## config.mk

```make
export PLATFORM = sky130hd
export DESIGN_NAME = gerador_comandos_flat
export DESIGN_NICKNAME = d
export VERILOG_FILES = /design/src/rtl/gerador_comandos_pkg.sv /design/src/rtl/gerador_comandos_if.sv /design/src/rtl/gerador_comandos_debounce_pulso.sv /design/src/rtl/gerador_comandos.sv /design/src/flat_wrapper.sv
export SDC_FILE = /design/constraint.sdc
export NUM_CORES = 1
export LEC_CHECK = 0
export CAP_MARGIN = 15
export CORE_ASPECT_RATIO = 1.25
export CORE_MARGIN = 3
export CORE_UTILIZATION = 40
export DETAILED_ROUTE_END_ITERATION = 10
export PLACE_DENSITY = 0.66
export SETUP_SLACK_MARGIN = 0.3
export SYNTH_ARGS = -nofsm -noshare
export SYNTH_HDL_FRONTEND = slang
export SYNTH_HIERARCHICAL = 1
export SYNTH_SLANG_ARGS = --single-unit
```

## constraint.sdc

```tcl
create_clock -name clk -period 1.4 [get_ports clk]
set_input_delay 0.28 -clock clk [delete_from_list [all_inputs] [get_ports clk]]
set_output_delay 0.28 -clock clk [all_outputs]
set_load 0.005 [all_outputs]
```

## src/rtl/gerador_comandos_pkg.sv

```systemverilog
// Shared types and defaults for the lighting-control command front end.
//   presenca_t        : presence FSM states
//   DEBOUNCE_DEFAULT  : default debounce hold, in synchronized cycles
//   OFF_DELAY_DEFAULT : default absence timeout, in synchronized cycles
package pkg_iluminacao;

    localparam int unsigned DEBOUNCE_DEFAULT  = 16;
    localparam int unsigned OFF_DELAY_DEFAULT = 64;

    typedef enum logic [1:0] {
        AUSENTE  = 2'd0,
        PRESENTE = 2'd1,
        ESPERA   = 2'd2
    } presenca_t;

endpackage

```

## src/rtl/gerador_comandos_if.sv

```systemverilog
// Board-side bundle of the command generator.
//   btn_modo, btn_lamp, sensor : raw field inputs (asynchronous to clk)
//   a, b, c, d                 : single-cycle command pulses to the lighting FSM
//   master : the side driving the raw inputs and consuming the commands
//   slave  : the command generator itself
interface gerador_comandos_if;

    logic btn_modo;
    logic btn_lamp;
    logic sensor;
    logic a;
    logic b;
    logic c;
    logic d;

    modport master (
        output btn_modo,
        output btn_lamp,
        output sensor,
        input  a,
        input  b,
        input  c,
        input  d
    );

    modport slave (
        input  btn_modo,
        input  btn_lamp,
        input  sensor,
        output a,
        output b,
        output c,
        output d
    );

endinterface

```

## src/rtl/gerador_comandos_debounce_pulso.sv

```systemverilog
// Synchronizes a raw pushbutton, debounces it and emits one registered pulse
// per accepted press (release is debounced but silent).
//   clk, rst : system clock, synchronous active-high reset
//   raw      : raw button level, asynchronous to clk
//   pulso    : one-cycle pulse the cycle after the debounced level rises
module debounce_pulso
    import pkg_iluminacao::*;
#(
    parameter int unsigned DEBOUNCE_CYCLES = DEBOUNCE_DEFAULT
) (
    input  logic clk,
    input  logic rst,
    input  logic raw,
    output logic pulso
);

    localparam int unsigned CW = $clog2(DEBOUNCE_CYCLES + 1);
    localparam logic [CW-1:0] CNT_LAST = CW'(DEBOUNCE_CYCLES - 1);

    logic          s1;
    logic          s2;
    logic          stable;
    logic          stable_prev;
    logic [CW-1:0] cnt;

    // Two-flop synchronizer
    always_ff @(posedge clk) begin
        if (rst) begin
            s1 <= 1'b0;
            s2 <= 1'b0;
        end else begin
            s1 <= raw;
            s2 <= s1;
        end
    end

    // Level is accepted only after holding for DEBOUNCE_CYCLES consecutive cycles
    always_ff @(posedge clk) begin
        if (rst) begin
            stable <= 1'b0;
            cnt    <= '0;
        end else if (s2 == stable) begin
            cnt <= '0;
        end else if (cnt == CNT_LAST) begin
            stable <= s2;
            cnt    <= '0;
        end else begin
            cnt <= cnt + CW'(1);
        end
    end

    // Rising edge of the accepted level, registered
    always_ff @(posedge clk) begin
        if (rst) begin
            stable_prev <= 1'b0;
            pulso       <= 1'b0;
        end else begin
            stable_prev <= stable;
            pulso       <= stable & ~stable_prev;
        end
    end

endmodule

```

## src/rtl/gerador_comandos.sv

```systemverilog
// Command front end for the lighting FSM: debounced button pulses (a, b) and
// presence/absence pulses (d, c) derived from a synchronized presence sensor.
//   clk, rst : system clock, synchronous active-high reset
//   bus      : raw inputs btn_modo/btn_lamp/sensor in, pulses a/b/c/d out
module gerador_comandos
    import pkg_iluminacao::*;
#(
    parameter int unsigned DEBOUNCE_CYCLES = DEBOUNCE_DEFAULT,
    parameter int unsigned OFF_DELAY       = OFF_DELAY_DEFAULT
) (
    input  logic               clk,
    input  logic               rst,
    gerador_comandos_if.slave  bus
);

    localparam int unsigned OW = $clog2(OFF_DELAY + 1);
    localparam logic [OW-1:0] OFF_LAST = OW'(OFF_DELAY);

    logic a_q;
    logic b_q;
    logic c_q;
    logic d_q;

    // Button pulses
    debounce_pulso #(
        .DEBOUNCE_CYCLES (DEBOUNCE_CYCLES)
    ) u_deb_modo (
        .clk   (clk),
        .rst   (rst),
        .raw   (bus.btn_modo),
        .pulso (a_q)
    );

    debounce_pulso #(
        .DEBOUNCE_CYCLES (DEBOUNCE_CYCLES)
    ) u_deb_lamp (
        .clk   (clk),
        .rst   (rst),
        .raw   (bus.btn_lamp),
        .pulso (b_q)
    );

    // Sensor synchronizer
    logic sens_s1;
    logic sens_s2;

    always_ff @(posedge clk) begin
        if (rst) begin
            sens_s1 <= 1'b0;
            sens_s2 <= 1'b0;
        end else begin
            sens_s1 <= bus.sensor;
            sens_s2 <= sens_s1;
        end
    end

    // Presence FSM state and registered pulses
    presenca_t     state_q;
    presenca_t     state_n;
    logic [OW-1:0] cnt_q;
    logic [OW-1:0] cnt_n;
    logic          c_n;
    logic          d_n;

    always_ff @(posedge clk) begin
        if (rst) begin
            state_q <= AUSENTE;
            cnt_q   <= '0;
            c_q     <= 1'b0;
            d_q     <= 1'b0;
        end else begin
            state_q <= state_n;
            cnt_q   <= cnt_n;
            c_q     <= c_n;
            d_q     <= d_n;
        end
    end

    // Next state: d only leaving AUSENTE, c only leaving ESPERA, so they alternate
    always_comb begin
        state_n = state_q;
        cnt_n   = cnt_q;
        c_n     = 1'b0;
        d_n     = 1'b0;
        case (state_q)
            AUSENTE: begin
                if (sens_s2) begin
                    state_n = PRESENTE;
                    d_n     = 1'b1;
                end
            end
            PRESENTE: begin
                if (!sens_s2) begin
                    state_n = ESPERA;
                    cnt_n   = OW'(1);
                end
            end
            ESPERA: begin
                if (sens_s2) begin
                    // Presence returned inside the hold window: lamp is still on
                    state_n = PRESENTE;
                    cnt_n   = '0;
                end else if (cnt_q == OFF_LAST) begin
                    state_n = AUSENTE;
                    cnt_n   = '0;
                    c_n     = 1'b1;
                end else begin
                    cnt_n = cnt_q + OW'(1);
                end
            end
            default: begin
                state_n = AUSENTE;
                cnt_n   = '0;
            end
        endcase
    end

    assign bus.a = a_q;
    assign bus.b = b_q;
    assign bus.c = c_q;
    assign bus.d = d_q;

endmodule

```

## src/flat_wrapper.sv

```systemverilog
// flat-port wrapper written by rule: the top's interface ports become plain ports
module gerador_comandos_flat import pkg_iluminacao::*;
#(
    parameter int unsigned DEBOUNCE_CYCLES = DEBOUNCE_DEFAULT,
    parameter int unsigned OFF_DELAY       = OFF_DELAY_DEFAULT
)
  (clk, rst, bus_btn_modo, bus_btn_lamp, bus_sensor, bus_a, bus_b, bus_c, bus_d);
  gerador_comandos_if bus_i ();
  input  logic clk;
  input  logic rst;
  input wire logic [$bits(bus_i.btn_modo)-1:0] bus_btn_modo;
  input wire logic [$bits(bus_i.btn_lamp)-1:0] bus_btn_lamp;
  input wire logic [$bits(bus_i.sensor)-1:0] bus_sensor;
  output wire logic [$bits(bus_i.a)-1:0] bus_a;
  output wire logic [$bits(bus_i.b)-1:0] bus_b;
  output wire logic [$bits(bus_i.c)-1:0] bus_c;
  output wire logic [$bits(bus_i.d)-1:0] bus_d;
  assign bus_i.btn_modo = bus_btn_modo;
  assign bus_i.btn_lamp = bus_btn_lamp;
  assign bus_i.sensor = bus_sensor;
  assign bus_a = bus_i.a;
  assign bus_b = bus_i.b;
  assign bus_c = bus_i.c;
  assign bus_d = bus_i.d;
  gerador_comandos #(.DEBOUNCE_CYCLES(DEBOUNCE_CYCLES), .OFF_DELAY(OFF_DELAY)) u_core (.clk(clk), .rst(rst), .bus(bus_i));
endmodule
```

==> out/qor.yml <==
post_cts_buffers: 5
top_area_share_pct: 49.6
antennaDiodeCount: 0
yosysUniqueCellTypes: 32
pwr-share-seq_pct: 59.8
cts_made_buffers: 5
ys_dominant_reg_cell: "dfxtp_1"
rsz0062_at_grt: "true"
skew_ns: 0.00889
area_growth_pct: 41.5
ys_cells: 132
drtIter0Drc: 12
worst_slew_margin_rel_pct: 80.7
synth-async-reset-ratio_pct: 0
initCoreUtil_pct: 43.6
setup_tns_ns: -0.0130
p_per_area_nw_per_um2: 857
reg_top3: "u_core/cnt_q: 7 flops, u_core/u_deb_lamp/cnt: 5 flops, u_core/u_deb_modo/cnt: 5 flops"
common_cells: "dfxtp_1, nor2_1, nor2b_1"
dieWidth_um: 57.6
place_area_um2: 1630
dpl.cell_count: 188
ys.flops: 33
drc: 0
n_fill_cell: 253
p_seq_mw: 0.966
met2_wirelength_mm: 1.22
dr.pass1.iters: 4
pwr-share-comb_pct: 7.9
grt-ovfl-total: 0
vias: 981
grtUsageMet1_pct: 13.1
ys_sh_simple_pct: 23.2
final_area_um2: 1880
power-top-group: "sequential cells"
ctsResizeCount: 32
synthMostInstantiatedCell: "dfxtp_1"
clockBufferDepth: 2
fin_util_pct: 61.7
yosysSeqAreaShare_pct: 49.6
ys_sh_xor_pct: 7.24
top_register: "u_core/cnt_q"
grt_pass1_wl_mm: 4.08
drive_gt1_share_pct: 45.5
r2r_cells: 5
synth_area_leader_cell: "dfxtp_1"
adder_share_pct: 9.40
viasPerCell: 4.83
tightest_slew_ns: 0.287
holdPathStages: 1
grt_pass1_vias: 1009
cts_max_level: 2
hpwlAfterDp_mm: 1.65
fmax_mhz: 708
row_count: 22
grt_usage_pct: 13.1
cap_violations: 0
routed_wl_mm: 2.36
highest_layer: "met4"
tool_warnings: 33
ys_top_logic_family: "simple AND/OR/NAND/NOR gates"
grt-busiest-layer: "met2"
yosys.area_share.aoi_pct: 5.83
ys_area_um2: 1330
swShare_pct: 22.0
yosys_warnings: 6
internal-power_mw: 1.26
holdPathEnd: "u_core/u_deb_modo/pulso$_SDFF_PP0_"
wl_per_cell_um: 11.6
p_leak_nw: 0.707
synth_cells: 132
crit_type: "reg2reg"
grt_util_met3_pct: 4.99
clk_pin_slew_ns: 0.10
setup_violations: 1
cp.required_ns: 1.65
critical_path.max_fanout: 5
hold_violations: 0
setup_slack_ns: -0.0130
end_kind: "flip-flop"
largest_reg_flops: 7
ctsHoldBuffers: 0
finalCritPeriodShare_pct: 101
ant_nets: 0
outcome: "finished, violations left"
rrSetupSlack_ns: -0.01
timing.rr.end: "u_core/u_deb_modo/cnt[0]$_SDFF_PP0_"
stdcell_count: 203
root_buffer: "clkbuf_4"
clockPowerShare_pct: 32.3
period_minus_slack_ns: 1.41
fp.dieH_um: 70.5
clock_latency_ns: 0.32
numClockSinks: 33
edf_count: 0
cp_data_arrival_time_ns: 1.67
yosys-mux-area-fraction_pct: 1.50
crit_end: "u_core/u_deb_modo/cnt[0]$_SDFF_PP0_"
crit_start: "u_core/u_deb_modo/cnt[1]$_SDFF_PP0_"
vdd_drop_max_v: 0.000934
ys_top_cells_by_area: "dfxtp_1, ha_1, nor2_1"
ios: 9
wl_met1_um: 999
pg_clk_mw: 0.522
nets: 182
startpoint_type: "flip-flop"
wl_met3_um: 72
post-place-ws_ns: -0.0296
r2r-start: "u_core/u_deb_modo/cnt[1]$_SDFF_PP0_"
coreArea_um2: 3060
grtUsageMet2_pct: 22.7
p_switching_mw: 0.356
powerComb_mw: 0.127
holdCritPathClass: "reg2reg"
chipArea_um2: 4060
violations: "setup timing"
hold_start: "u_core/u_deb_modo/stable_prev$_SDFF_PP0_"
antenna_found_initial: 0
gp_congestion: 0.808
syn_area_um2: 1330
cts_tree: "yes"
io_buffers: 8
finalMaxSlewViolations: 0
avgSynthCellArea_um2: 10.1
worst_hold_slack_ns: 0.394
power.total_mw: 1.62
synthesis.nets: 147
grt_max_degree: 10
-- cells in the final DEF (no fill, tap or decap), types with 3 or more instances in the layout --
cell             count
buf_2                4
ha_1                 3
buf_4               17
nand4_1              4
clkbuf_4             5
nor2_4               3
nor2_1              10
dfxtp_1             23
inv_1                7
buf_6                5
dfxtp_2              9
xor2_1               7
nor2b_1             10
nor2_2               8
clkdlybuf4s50_1      4
ha_4                 7
xnor2_1              4
-- critical path: stages (launching register included) --
cell and delay (ns):
dfxtp_2 0.35, ha_4 0.15, and3_4 0.15, ha_4 0.16, or3_4 0.41, nor2_1 0.12
-- final cells by class --
cell class	instances	area [um2]	area share, %
multi-input combinational	88	826	43.8
sequential	33	676	35.9
timing repair buffer	30	244	12.9
tap	36	45.0	2.39
inverter	9	38.8	2.06
clock buffer	7	55.1	2.92
**Metal 1**

The bar under the picture is 20 um long.
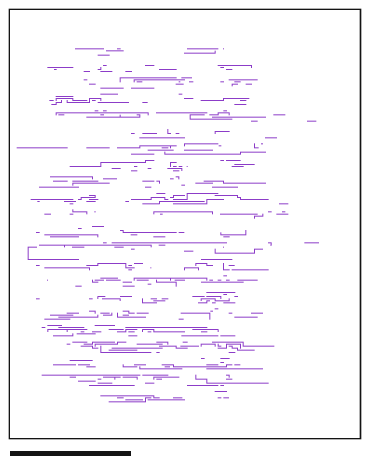
164 nets have wire on it. The wires run mostly horizontal. The longest straight run is 18.9 um.

**Signal wires on met2**

The bar under the picture is 20 um long. Cells faint in the background.
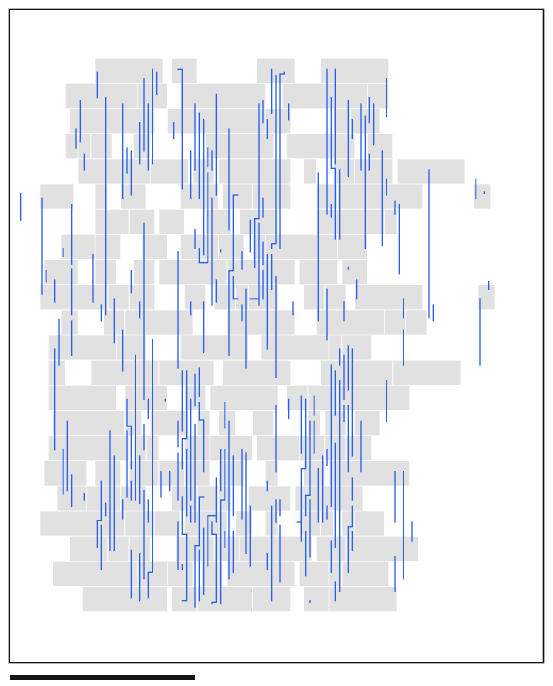
156 nets have wire on it. The layer holds 52% of the routed length. The wires run mostly vertical. The longest straight run is 25.2 um.

**M3 wires**

The bar under the picture is 20 um long. Cells faint in the background.
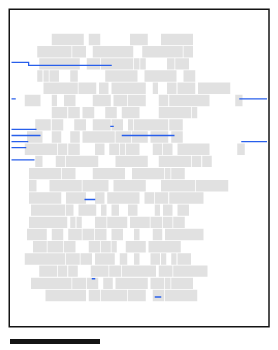
The layer carries 72.8 um of wire. The layer holds 3.1% of the routed length. The wires run mostly horizontal. The longest straight run is 18.4 um.

**Cell density map**

The die is cut into 6 by 7 equal tiles; white is low, dark blue is high, 0 to 100% covered.
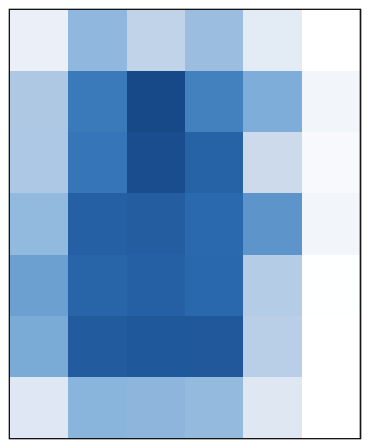
9.5% of the tiles are nearly empty. The mean over all tiles is 45%. 29% of the tiles are over 75% full. The emptiest ninth of the die: south-east. The fullest tile reaches 90%. The densest ninth of the die: center.

No activity file was given, so power comes from the tool's default toggle rates.
